## config.mk

```make
export PLATFORM = sky130hd
export DESIGN_NAME = ram_mbist_ctrl
export DESIGN_NICKNAME = d
export VERILOG_FILES = /design/src/rtl/ram_mbist_ctrl.sv
export SDC_FILE = /design/constraint.sdc
export NUM_CORES = 1
export LEC_CHECK = 0
export CAP_MARGIN = 20
export CORE_MARGIN = 5
export CORE_UTILIZATION = 30
export CTS_CLUSTER_DIAMETER = 80
export DETAILED_ROUTE_END_ITERATION = 16
export HOLD_SLACK_MARGIN = 0.03
export PLACE_DENSITY = 0.63
export RECOVER_POWER = 100
export SYNTH_ARGS = -nofsm -noshare
export SYNTH_HDL_FRONTEND = slang
export SYNTH_SLANG_ARGS = --single-unit
```

## constraint.sdc

```tcl
create_clock -name CoreIN_CLK -period 3.3 [get_ports CoreIN_CLK]
set_input_delay 0.66 -clock CoreIN_CLK [delete_from_list [all_inputs] [get_ports CoreIN_CLK]]
set_output_delay 0.66 -clock CoreIN_CLK [all_outputs]
set_load 0.1 [all_outputs]
```

## src/rtl/ram_mbist_ctrl.sv

```systemverilog
// March C- BIST sequencer for a single-port RAM: drives every address through six march
// elements, checks read data through a latency-matched compare pipe and keeps first-fail data.
module ram_mbist_ctrl #(
   parameter int                ADDR_W = 6,
   parameter int                DATA_W = 8,
   parameter int                RD_LAT = 1,
   parameter logic [DATA_W-1:0] BG     = '0
) (
   input  logic              CoreIN_CLK,
   input  logic              CoreIN_RESET,
   input  logic              bist_start,
   output logic              bist_busy,
   output logic              bist_done,
   output logic              bist_fail,
   output logic [ADDR_W-1:0] fail_addr,
   output logic [2:0]        fail_elem,
   output logic [DATA_W-1:0] fail_bits,
   output logic [7:0]        err_cnt,
   output logic              ram_rx,
   output logic              ram_tx,
   output logic [ADDR_W-1:0] ram_addr,
   output logic [DATA_W-1:0] ram_din,
   input  logic [DATA_W-1:0] ram_dout
);

   typedef enum logic [3:0] {
      M0 = 4'd0, M1 = 4'd1, M2 = 4'd2, M3 = 4'd3, M4 = 4'd4, M5 = 4'd5,
      IDLE = 4'd8, DRAIN = 4'd9, DONE = 4'd10
   } stateT;

   typedef struct packed {
      stateT             elem;
      logic              ph;
      logic [ADDR_W-1:0] addr;
   } posT;

   typedef struct packed {
      logic              rx;
      logic              tx;
      logic [DATA_W-1:0] din;
   } opT;

   typedef struct packed {
      logic [DATA_W-1:0] exp;
      logic [ADDR_W-1:0] addr;
      logic [2:0]        elem;
   } cmpT;

   localparam logic [ADDR_W-1:0] ADDR_MAX = '1;
   localparam logic [DATA_W-1:0] PAT_D    = BG;
   localparam logic [DATA_W-1:0] PAT_N    = ~BG;
   localparam int                DRN_W    = (RD_LAT < 2) ? 1 : $clog2(RD_LAT);
   localparam logic [DRN_W-1:0]  DRN_LAST = DRN_W'(RD_LAT - 1);

   // Position of the op after (s, ph, a); elements M1..M4 read then write each address.
   function automatic posT nextPos(stateT s, logic ph, logic [ADDR_W-1:0] a);
      posT  n;
      logic up;
      logic last;
      n.elem = s;
      n.ph   = 1'b0;
      n.addr = a;
      up     = (s == M0) || (s == M1) || (s == M2) || (s == M5);
      last   = up ? (a == ADDR_MAX) : (a == '0);
      if (!ph && (s inside {M1, M2, M3, M4})) begin
         n.ph = 1'b1;
      end else if (!last) begin
         n.addr = up ? a + 1'b1 : a - 1'b1;
      end else begin
         case (s)
            M0:      begin n.elem = M1;    n.addr = '0;       end
            M1:      begin n.elem = M2;    n.addr = '0;       end
            M2:      begin n.elem = M3;    n.addr = ADDR_MAX; end
            M3:      begin n.elem = M4;    n.addr = ADDR_MAX; end
            M4:      begin n.elem = M5;    n.addr = '0;       end
            default: begin n.elem = DRAIN; n.addr = '0;       end
         endcase
      end
      return n;
   endfunction

   function automatic opT opFor(stateT s, logic ph);
      opT   o;
      logic dual;
      dual  = s inside {M1, M2, M3, M4};
      o.rx  = (s == M5) || (dual && !ph);
      o.tx  = (s == M0) || (dual && ph);
      o.din = o.tx ? (((s == M1) || (s == M3)) ? PAT_N : PAT_D) : '0;
      return o;
   endfunction

   function automatic logic [DATA_W-1:0] expOf(stateT s);
      return ((s == M2) || (s == M4)) ? PAT_N : PAT_D;
   endfunction

   function automatic logic [7:0] satInc(logic [7:0] v);
      return (v == 8'hFF) ? v : v + 8'd1;
   endfunction

   stateT             state;
   logic              ph;
   logic [DRN_W-1:0]  drainCnt;
   posT               nxt;
   opT                nxtOp;
   logic [RD_LAT-1:0] vld_p;
   cmpT               cmp_p [RD_LAT];
   cmpT               cmpTail;
   logic              mism;

   assign nxt     = nextPos(state, ph, ram_addr);
   assign nxtOp   = opFor(nxt.elem, nxt.ph);
   assign cmpTail = cmp_p[RD_LAT-1];
   assign mism    = vld_p[RD_LAT-1] && (ram_dout != cmpTail.exp);

   // Compare pipe: stage 0 captures the read being driven, the tail lines up with ram_dout.
   always_ff @(posedge CoreIN_CLK or negedge CoreIN_RESET) begin
      if (!CoreIN_RESET) begin
         vld_p <= '0;
      end else begin
         vld_p[0] <= ram_rx;
         for (int i = 1; i < RD_LAT; i++) vld_p[i] <= vld_p[i-1];
      end
   end

   always_ff @(posedge CoreIN_CLK) begin
      cmp_p[0] <= {expOf(state), ram_addr, state[2:0]};
      for (int i = 1; i < RD_LAT; i++) cmp_p[i] <= cmp_p[i-1];
   end

   // Sequencer: state/ph/ram_addr always describe the op currently on the RAM pins.
   always_ff @(posedge CoreIN_CLK or negedge CoreIN_RESET) begin
      if (!CoreIN_RESET) begin
         state     <= IDLE;
         ph        <= 1'b0;
         drainCnt  <= '0;
         bist_busy <= 1'b0;
         bist_done <= 1'b0;
         bist_fail <= 1'b0;
         fail_addr <= '0;
         fail_elem <= '0;
         fail_bits <= '0;
         err_cnt   <= '0;
         ram_rx    <= 1'b0;
         ram_tx    <= 1'b0;
         ram_addr  <= '0;
         ram_din   <= '0;
      end else begin
         case (state)
            IDLE, DONE: begin
               if (bist_start) begin
                  state     <= M0;
                  ph        <= 1'b0;
                  ram_rx    <= 1'b0;
                  ram_tx    <= 1'b1;
                  ram_addr  <= '0;
                  ram_din   <= PAT_D;
                  bist_busy <= 1'b1;
                  bist_done <= 1'b0;
                  bist_fail <= 1'b0;
                  fail_addr <= '0;
                  fail_elem <= '0;
                  fail_bits <= '0;
                  err_cnt   <= '0;
               end
            end
            DRAIN: begin
               if (drainCnt == DRN_LAST) begin
                  state     <= DONE;
                  bist_busy <= 1'b0;
                  bist_done <= 1'b1;
               end else begin
                  drainCnt <= drainCnt + 1'b1;
               end
            end
            default: begin
               state <= nxt.elem;
               ph    <= nxt.ph;
               if (nxt.elem == DRAIN) begin
                  ram_rx   <= 1'b0;
                  ram_tx   <= 1'b0;
                  ram_addr <= '0;
                  ram_din  <= '0;
                  drainCnt <= '0;
               end else begin
                  ram_rx   <= nxtOp.rx;
                  ram_tx   <= nxtOp.tx;
                  ram_addr <= nxt.addr;
                  ram_din  <= nxtOp.din;
               end
            end
         endcase
         if (mism) begin
            err_cnt <= satInc(err_cnt);
            if (!bist_fail) begin
               bist_fail <= 1'b1;
               fail_addr <= cmpTail.addr;
               fail_elem <= cmpTail.elem;
               fail_bits <= ram_dout ^ cmpTail.exp;
            end
         end
      end
   end

endmodule

```

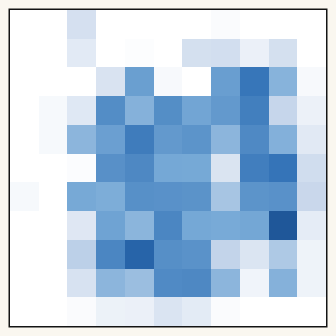
(run_1/util_map.png)
The die is cut into 11 by 11 equal tiles; white is low, dark blue is high, 0 to 100% covered.
The mean over all tiles is 27%. The densest ninth of the die: centre. The emptiest ninth of the die: upper left.

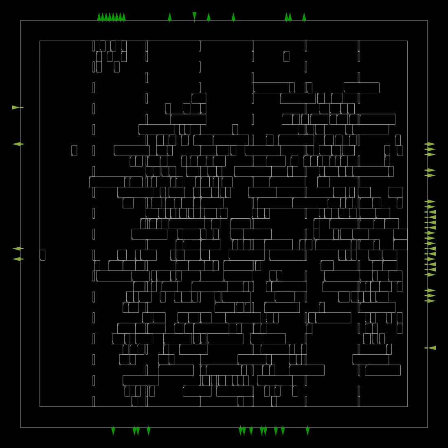
(run_1/placed.png)
number of cells in the finished layout apart from fillers: 462
number of rows in the core area: 35
Seq/total area: 40.29%
num sequential: 53

==> results_slide.txt, run 1 <==
Implementation Results

Timing
  • Final Max Slew Viols: 30
  • Accumulated negative setup slack: 0 ns
  • Final count of hold timing violations: 0
  • Setup ws final: 0.4818 ns
  • Number of failing setup endpoints in the final timing report: 0
  • Final hold slack: 0.4126 ns
  • Cycle use final: 85.40%
  • Tmin final: 2.818 ns
  • Maximum operating frequency: 0.3548 GHz
  • Transition time of the tightest slew-check pin: 1.635 ns
  • Remaining max-slew budget at the tightest pin: -8.981%
  • Setup repair after global routing missed its margin: false

Final layout
  • Area added between synthesis and finish: 14.76%
  • Number of antenna cells inserted: 0
  • Share of post-route cells with drive strength above 1: 5.413%
  • Final instance area: around 3200 um2

Logic synthesis
  • Sequential fraction of the synthesis area: 46.24%
  • Largest cells by area after synthesis: sky130_fd_sc_hd__dfrtp_1 38%, sky130_fd_sc_hd__dfxtp_1 7.2%, sky130_fd_sc_hd__nand2_1 6.8%
  • EDFF count, synth: 0
  • Number of distinct library cell variants in the gate-level netlist after synthesis: 56
  • Prevailing post-synth register cell: sky130_fd_sc_hd__dfrtp_1
  • Most common cell in the netlist: sky130_fd_sc_hd__nand2_1
  • Summed instance area of the synthesized netlist: 2763 um2
  • Fraction of registers with async set/reset: 81.13%
  • Flops & latches, synth: 53
  • Summed standard-cell area reported by yosys: 2763 um2
  • Area share of the largest cell type after synthesis: 38.04%
  • Average footprint of a synthesized cell: a little over 9 um2
  • Mapped Cells: 304
  • Top post-synthesis cells by count: 50 x sky130_fd_sc_hd__nand2_1, 42 x sky130_fd_sc_hd__dfrtp_1, 27 x sky130_fd_sc_hd__o21ai_0, 23 x sky130_fd_sc_hd__nor2_1, 19 x sky130_fd_sc_hd__a21oi_1
  • Yosys Instances: just over 300
  • Number of nets at floorplan: 321
  • Syn. warnings: 0
  • Cell accounting for the most synthesized area: sky130_fd_sc_hd__dfrtp_1

CTS
  • TritonCTS clock tree: built
  • Clock tree buffer depth: 2
  • Later-pin clock latency in the skew report: 0.30 ns
  • Number of buffers inserted during clock tree synthesis: 5
  • Clock-pin transition on the worst setup and hold timing paths: 0.10 ns
  • Number of gates resized after CTS: 0
  • Total setup buffers inserted after CTS: 0
  • Number of H-tree levels: 2
  • Number of buffers inserted by hold repair at cts: 0
  • Clock root cell: sky130_fd_sc_hd__clkbuf_8
  • TritonCTS sink count: approximately 53

GRT
  • Wire length of the first global-routing pass: 11.51 mm
  • Vias in the first global route: 2279
  • Overall routing resource usage: around 12%
  • Antenna violations before repair: 0
  • Residual overflow from global routing: 0

Run status
  • Failing checks: max-capacitance violations, max-slew violations
  • Run status: finished, violations left

Job
  • OpenROAD warning count: 26
  • Max-cap viol count: 1

Critical path
  • Crit path from: state[3]
  • Launching point of the worst reg2reg path: state[3]
  • CP Capture Type: flop
  • CP Launch Type: flop
  • Required time of the critical path: 3.50 ns
  • Critical path class: flop to flop
  • Arrival time of data at the critical path endpoint: 3.02 ns
  • Biggest fanout along the worst timing path: 14

Floorplan
  • Area of the die: around 11000 um2
  • Core Area: about 9100 um2
  • DIE WIDTH: 106.0 um
  • Fp_density: 30.33%
  • Vertical die size: around 110 um

Route
  • Routed wirelength normalized by instance count: about 14 um
  • DRT Wirelength: 6.696 mm
  • Vias per inst: about 5.2
  • Number of detailed-routing iterations run before antenna repair: 5
  • Remaining DRCs: 0
  • Routed Antenna Nets: 0
  • Violation count after the first detailed-route iteration: 177
  • Total number of vias: around 2.4k

Placement
  • Worst setup slack after placement: 0.3450 ns
  • Global placer's final weighted congestion: 0.8461
  • Placed instance area: 3271 um2
  • Estimated wirelength of the detail-placed design: 4.723 mm
  • Number of input and output port buffers inserted: approximately 54

Min path
  • Worst hold start: ram_rx
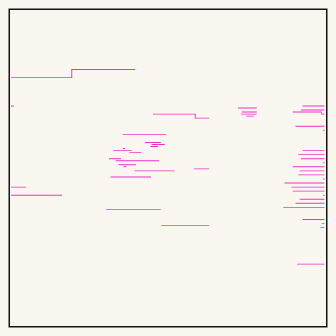
(run_1/m3.png)
The longest straight run is 21.2 um. The layer carries 399 um of wire.

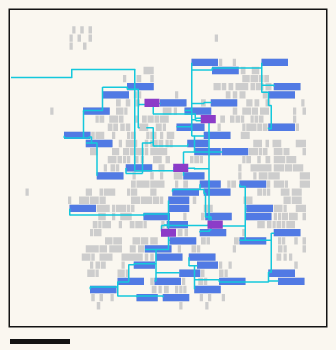
(run_1/clock_wires.png)
Bar = 20 um.
Cyan is clock wires, length 707 um. Blue is flip-flops, count 53. Purple is clock-net drivers, count 5.
There are 6 routed clock nets.
final clock skew: 0.004320 ns

## run 1: registers in the layout (all words and copies together), names as in the netlist
| signal | count |
|---|---|
| ram_tx | 1 |
| ram_din | 1 |
| ph | 1 |
| fail_elem | 3 |
| ram_rx | 1 |
| fail_bits | 8 |
| ram_addr | 6 |
| bist_done | 1 |
| err_cnt | 8 |
| bist_fail | 1 |
| state | 4 |
| vld_p | 1 |
| fail_addr | 6 |
| bist_busy | 1 |
| cmp_p | 10 |
## run 1: stage by stage
stage | cells | util, %
6_report | 462 | 34.81
3_3_place_gp | 453 | 35.91
3_5_place_dp | 453 | 35.91
2_1_floorplan | 304 | -
5_1_grt | 462 | 34.81
4_1_cts | 461 | 36.85
## run 1: final timing paths
kind                                      to  slack [ns]  cells after the start
max in group asynchronous              vld_p        0.90                      2
min in group asynchronous       fail_bits[5]        0.42                      1
worst max register to register   ram_addr[5]        0.48                      8
worst max-delay path             ram_addr[5]        0.48                      8
worst min register to register         vld_p        0.41                      0
worst min-delay path                   vld_p        0.41                      0
## run 1: worst max-delay path, stage by stage, from the launching register on
cell	delay (ns)
sky130_fd_sc_hd__dfstp_1	0.82
sky130_fd_sc_hd__a211oi_2	0.13
sky130_fd_sc_hd__inv_2	0.18
sky130_fd_sc_hd__ha_1	0.25
sky130_fd_sc_hd__a211oi_1	0.35
sky130_fd_sc_hd__o21bai_1	0.14
sky130_fd_sc_hd__a211o_1	0.32
sky130_fd_sc_hd__a2111o_1	0.41
sky130_fd_sc_hd__o211a_1	0.11
## run 1: per-layer routing
metal,part of all wire [%],track usage [%],routed length [um],up-vias
met5,0,0,0,-
met2,47,19.90,3154,68
met4,1.1,3.515,76,0
met3,5.9,3.097,398,7
met1,46,16.69,3066,1145
li1,-,-,-,1167
## run 1: kinds of logic after synthesis
| family | share of synthesized area (%) |
|---|---|
| buf+inv | 5.344 |
| simple gates | 19.38 |
| flops | 46.24 |
| mux | 2.445 |
| compound gates | 19.16 |
| fa+ha+maj | 2.989 |
| xor+xnor | 4.438 |
## run 1: layout by cell type (no fill, tap or decap), drive strengths merged, types with 5 or more instances in the layout
| master | count |
|---|---|
| clkbuf | 56 |
| o21ai | 28 |
| or4 | 5 |
| nor3 | 9 |
| dfxtp | 10 |
| nand2 | 50 |
| a21oi | 19 |
| nor2 | 23 |
| inv | 10 |
| nand3 | 6 |
| clkdlybuf4s50 | 8 |
| ha | 5 |
| dfrtp | 42 |
| o31ai | 7 |
| nand4 | 5 |
| xor2 | 10 |
## run 1: area by class of cell
class                   instances  area [um2]
clock buffers                   6       72.57
well taps                     111       138.9
repair buffers                 60       286.5
inverters                       9       33.78
flip-flops and latches         53        1277
fillers                       990        5938
multi-input cells             221        1348
clock inverters                 2       13.76
==> run_1/pinout.png <==
Pins as bars across the die edge, other pins in grey.
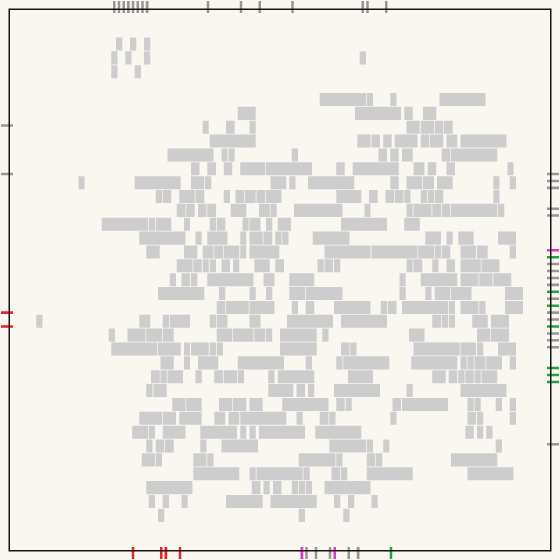

==> inputs of run 2 (changes only) <==
--- a/config.mk
+++ b/config.mk
@@ -5,12 +5,13 @@
 export SDC_FILE = /design/constraint.sdc
 export NUM_CORES = 1
 export LEC_CHECK = 0
+export ABC_AREA = 1
 export CAP_MARGIN = 20
 export CORE_MARGIN = 5
 export CORE_UTILIZATION = 30
+export CTS_BUF_LIST = sky130_fd_sc_hd__clkbuf_4
 export CTS_CLUSTER_DIAMETER = 80
 export DETAILED_ROUTE_END_ITERATION = 16
-export HOLD_SLACK_MARGIN = 0.03
 export PLACE_DENSITY = 0.63
 export RECOVER_POWER = 100
 export SYNTH_ARGS = -nofsm -noshare
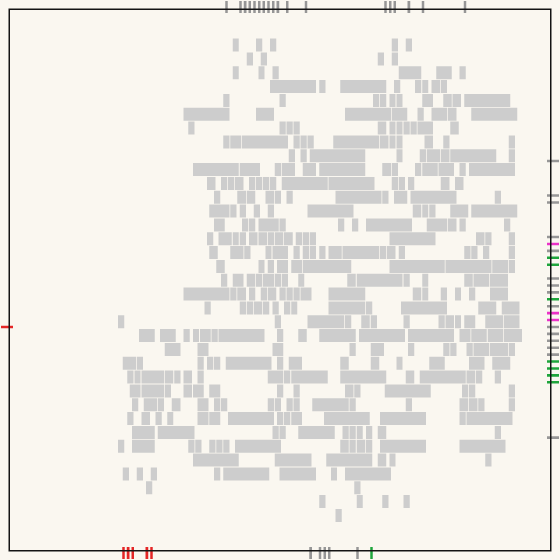
(run_2/pinout.png)
Pins as bars across the die edge, other pins in grey.
Green is fail_bits, pins 8, direction output, edge 7 right, 1 bottom. Magenta is fail_elem, pins 3, direction output, edge right. Red is ram_addr, pins 6, direction output, edge 5 bottom, 1 left.
vertical die size: 106.2 um
DIE WIDTH: 106.2 um
number of input and output port buffers inserted: 54

==> results_slide.txt, run 2 <==
Implementation Results

Final layout
  • Most frequent cells in the layout: 111 x sky130_fd_sc_hd__nand2_1, 46 x sky130_fd_sc_hd__clkbuf_1, 42 x sky130_fd_sc_hd__dfrtp_1, 28 x sky130_fd_sc_hd__nor2_1, 23 x sky130_fd_sc_hd__inv_1 (was 50 x sky130_fd_sc_hd__nand2_1, 50 x sky130_fd_sc_hd__clkbuf_1, 42 x sky130_fd_sc_hd__dfrtp_1, 27 x sky130_fd_sc_hd__o21ai_0, 23 x sky130_fd_sc_hd__nor2_1)
  • Top reg by flops: cmp_p (unchanged)
  • Share of post-route cells with drive strength above 1: 6.186% (was 5.413%)
  • Most used logic cell in the final layout: sky130_fd_sc_hd__nand2_1
  • Largest registers ranked by flip-flop count: cmp_p (10), err_cnt (8), fail_bits (8) (unchanged)
  • Number of cells in the finished layout apart from fillers: 499 (was 462)
  • Area added between synthesis and finish: 12.85% (was 14.76%)
  • Number of flip-flops under the largest register name: 10 (unchanged)

Critical path
  • Cell-by-cell trace of the critical path: inv_1 > nor2_1 > nand2_2 > nand2_1 > inv_1 > fa_1 > nand2_1 > inv_1 > o21a_1 > nor2_1 > a21oi_1 > o21ai_0 > nand4_1 > nand2_1 (was a211oi_2 > inv_2 > ha_1 > a211oi_1 > o21bai_1 > a211o_1 > a2111o_1 > o211a_1)
  • Required time of the critical path: 3.62 ns (was 3.50 ns)
  • Number of buffers and inverters on the critical path: 3 (was 1)
  • Setup crit end: ram_addr[4] (was ram_addr[5])
  • Launching point of the worst reg2reg path: state[0] (was state[3])
  • CP Launch Type: flop (unchanged)
  • CP Capture Type: flop (unchanged)
  • Worst reg-to-reg path cell count: 14 (was 8)
  • Reg-to-reg endpoint: ram_addr[4] (was ram_addr[5])
  • Critical path class: flop to flop (unchanged)
  • CP max stage cell: sky130_fd_sc_hd__dfrtp_1 (was sky130_fd_sc_hd__dfstp_1)
  • Biggest fanout along the worst timing path: 8 (was 14)

CTS
  • Number of gates resized after CTS: 0 (unchanged)
  • Number of buffers inserted during clock tree synthesis: 5 (unchanged)
  • Clock tree buffer depth: 2 (unchanged)
  • TritonCTS sink count: 53 (unchanged)
  • Clock-pin transition on the worst setup and hold timing paths: 0.15 ns (was 0.10 ns)
  • Number of buffers inserted by hold repair at cts: 0 (unchanged)

Logic synthesis
  • Number of distinct library cell variants in the gate-level netlist after synthesis: 35 (was 56)
  • Mux contribution to synthesized area: 0% (was 2.446%)
  • Top non-seq family: simple AND/OR/NAND/NOR gates (unchanged)
  • Fraction of registers with async set/reset: 81.13% (unchanged)
  • Largest cells by area after synthesis: sky130_fd_sc_hd__dfrtp_1 38%, sky130_fd_sc_hd__nand2_1 14%, sky130_fd_sc_hd__dfxtp_1 7.2% (was sky130_fd_sc_hd__dfrtp_1 38%, sky130_fd_sc_hd__dfxtp_1 7.2%, sky130_fd_sc_hd__nand2_1 6.8%)
  • Most common cell in the netlist: sky130_fd_sc_hd__nand2_1 (unchanged)
  • Simple logic cell fraction of the synthesized area: 31.74% (was 19.38%)
  • Top post-synthesis cells by count: 103 x sky130_fd_sc_hd__nand2_1, 42 x sky130_fd_sc_hd__dfrtp_1, 25 x sky130_fd_sc_hd__nor2_1, 22 x sky130_fd_sc_hd__nand3_1, 21 x sky130_fd_sc_hd__o21ai_1 (was 50 x sky130_fd_sc_hd__nand2_1, 42 x sky130_fd_sc_hd__dfrtp_1, 27 x sky130_fd_sc_hd__o21ai_0, 23 x sky130_fd_sc_hd__nor2_1, 19 x sky130_fd_sc_hd__a21oi_1)
  • Number of nets at floorplan: 354 (was 321)
  • Average footprint of a synthesized cell: 8.235 um2 (was 9.088 um2)
  • Summed instance area of the synthesized netlist: 2775 um2 (was 2763 um2)
  • Syn. warnings: 0 (unchanged)
  • Adder and majority gate portion of the synthesized area: 2.976% (was 2.989%)
  • Mapped Cells: 337 (was 304)
  • Flops & latches, synth: 53 (unchanged)
  • Yosys Instances: 337 (was 304)
  • EDFF count, synth: 0 (unchanged)
  • Sequential fraction of the synthesis area: 46.03% (was 46.24%)
  • Area share of the largest cell type after synthesis: 37.87% (was 38.04%)
  • Cell accounting for the most synthesized area: sky130_fd_sc_hd__dfrtp_1 (unchanged)

Run status
  • Run status: finished, violations left (unchanged)
  • Failing checks: max-capacitance violations, max-slew violations (unchanged)

Timing
  • Remaining max-slew budget at the tightest pin: -47.50% (was -8.981%)
  • Tmin final: 2.541 ns (was 2.818 ns)
  • Number of failing setup endpoints in the final timing report: 0 (unchanged)
  • Maximum operating frequency: 0.3935 GHz (was 0.3548 GHz)
  • Setup ws final: 0.7589 ns (was 0.4818 ns)
  • Final hold slack: 0.05823 ns (was 0.4126 ns)
  • Accumulated negative setup slack: 0 ns (unchanged)
  • Final Max Slew Viols: 42 (was 30)
  • Cycle use final: 77.00% (was 85.40%)

Placement
  • Global placer's final weighted congestion: 0.8126 (was 0.8461)
  • Placed instance area: 3244 um2 (was 3271 um2)
  • Estimated wirelength of the detail-placed design: 4.537 mm (was 4.723 mm)

Route
  • Total number of vias: 2271 (was 2387)
  • Remaining DRCs: 0 (unchanged)
  • Vias per inst: 4.551 (was 5.167)
  • DRT Wirelength: 6.092 mm (was 6.696 mm)
  • Number of detailed-routing iterations run before antenna repair: 4 (was 5)
  • Violation count after the first detailed-route iteration: 87 (was 177)
  • Routed wirelength normalized by instance count: 12.21 um (was 14.49 um)

GRT
  • Residual overflow from global routing: 0 (unchanged)
  • Vias in the first global route: 2160 (was 2279)

Job
  • OpenROAD warning count: 26 (unchanged)
  • Max-cap viol count: 1 (unchanged)

Floorplan
  • Number of rows in the core area: 35 (unchanged)
  • Area of the die: 11270 um2 (was 11230 um2)
  • Fp_density: 30.47% (was 30.33%)
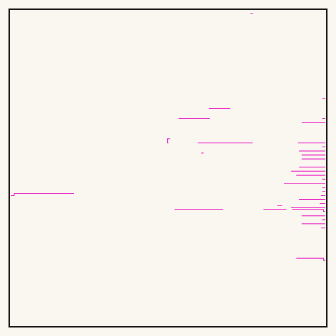
(run_2/m3.png)
The layer holds 3.8% of the routed length. 31 nets have wire on it. The layer carries 232 um of wire.

run 2: cell count changes in the layout (fill, tap and decap cells not counted), moves of 5 or more:
cell | before | now
sky130_fd_sc_hd__clkbuf_8 | 5 | 0
sky130_fd_sc_hd__clkbuf_4 | 0 | 5
sky130_fd_sc_hd__nor3_1 | 9 | 0
sky130_fd_sc_hd__inv_1 | 7 | 23
sky130_fd_sc_hd__o31ai_1 | 7 | 0
sky130_fd_sc_hd__nor2_1 | 23 | 28
sky130_fd_sc_hd__a21oi_1 | 19 | 4
sky130_fd_sc_hd__or4_1 | 5 | 0
sky130_fd_sc_hd__nand3_1 | 6 | 22
sky130_fd_sc_hd__o21ai_0 | 27 | 22
sky130_fd_sc_hd__nand2_1 | 50 | 111
run 2: cell families (layout without fill, tap and decap cells):
group / Yosys count / after routing
fa+ha+maj: 6 / 6
flops: 53 / 53
simple gates: 188 / 188
compound gates: 36 / 36
buf+inv: 37 / 88
xor+xnor: 17 / 17
run 2: layout make-up:
type / instances / area, um2 / area share (%)
clock buffers: 5 / 37.54 / 1.199
multi-input cells: 247 / 1256 / 40.11
flip-flops and latches: 53 / 1277 / 40.79
clock inverters: 3 / 65.06 / 2.078
inverters: 25 / 93.84 / 2.996
well taps: 111 / 138.9 / 4.435
repair buffers: 55 / 262.8 / 8.390
run 2: metal layers:
| metal | share of wire (%) | vias to the layer above | global-route usage [%] |
|---|---|---|---|
| met1 | 47 | 1044 | 14.07 |
| li1 | - | 1181 | - |
| met4 | 1.2 | 0 | 3.053 |
| met3 | 3.8 | 5 | 1.882 |
| met5 | 0 | - | 0 |
| met2 | 48 | 41 | 18.73 |
run 2: worst reg2reg max path: stages (launching register included):
cell and delay (ns):
sky130_fd_sc_hd__dfrtp_1 0.52, sky130_fd_sc_hd__inv_1 0.21, sky130_fd_sc_hd__nor2_1 0.19, sky130_fd_sc_hd__nand2_2 0.07, sky130_fd_sc_hd__nand2_1 0.21, sky130_fd_sc_hd__inv_1 0.17
sky130_fd_sc_hd__fa_1 0.41, sky130_fd_sc_hd__nand2_1 0.07, sky130_fd_sc_hd__inv_1 0.04, sky130_fd_sc_hd__o21a_1 0.16, sky130_fd_sc_hd__nor2_1 0.11, sky130_fd_sc_hd__a21oi_1 0.07
sky130_fd_sc_hd__o21ai_0 0.08, sky130_fd_sc_hd__nand4_1 0.12, sky130_fd_sc_hd__nand2_1 0.07
run 2: how the worst min path moves through the flow:
stage / from / to / slack (ns) / depth (start not counted)
6_report: CoreIN_RESET / fail_bits[4] / 0.06 / 1
5_1_grt: CoreIN_RESET / fail_bits[1] / 0.03 / 1
4_1_cts: CoreIN_RESET / fail_addr[4] / 0.45 / 1
3_5_place_dp: ram_rx / vld_p / 0.42 / 0
3_3_place_gp: cmp_p[0][2] / fail_elem[2] / 0.42 / 2
2_1_floorplan: CoreIN_RESET / bist_busy / 0.36 / 0
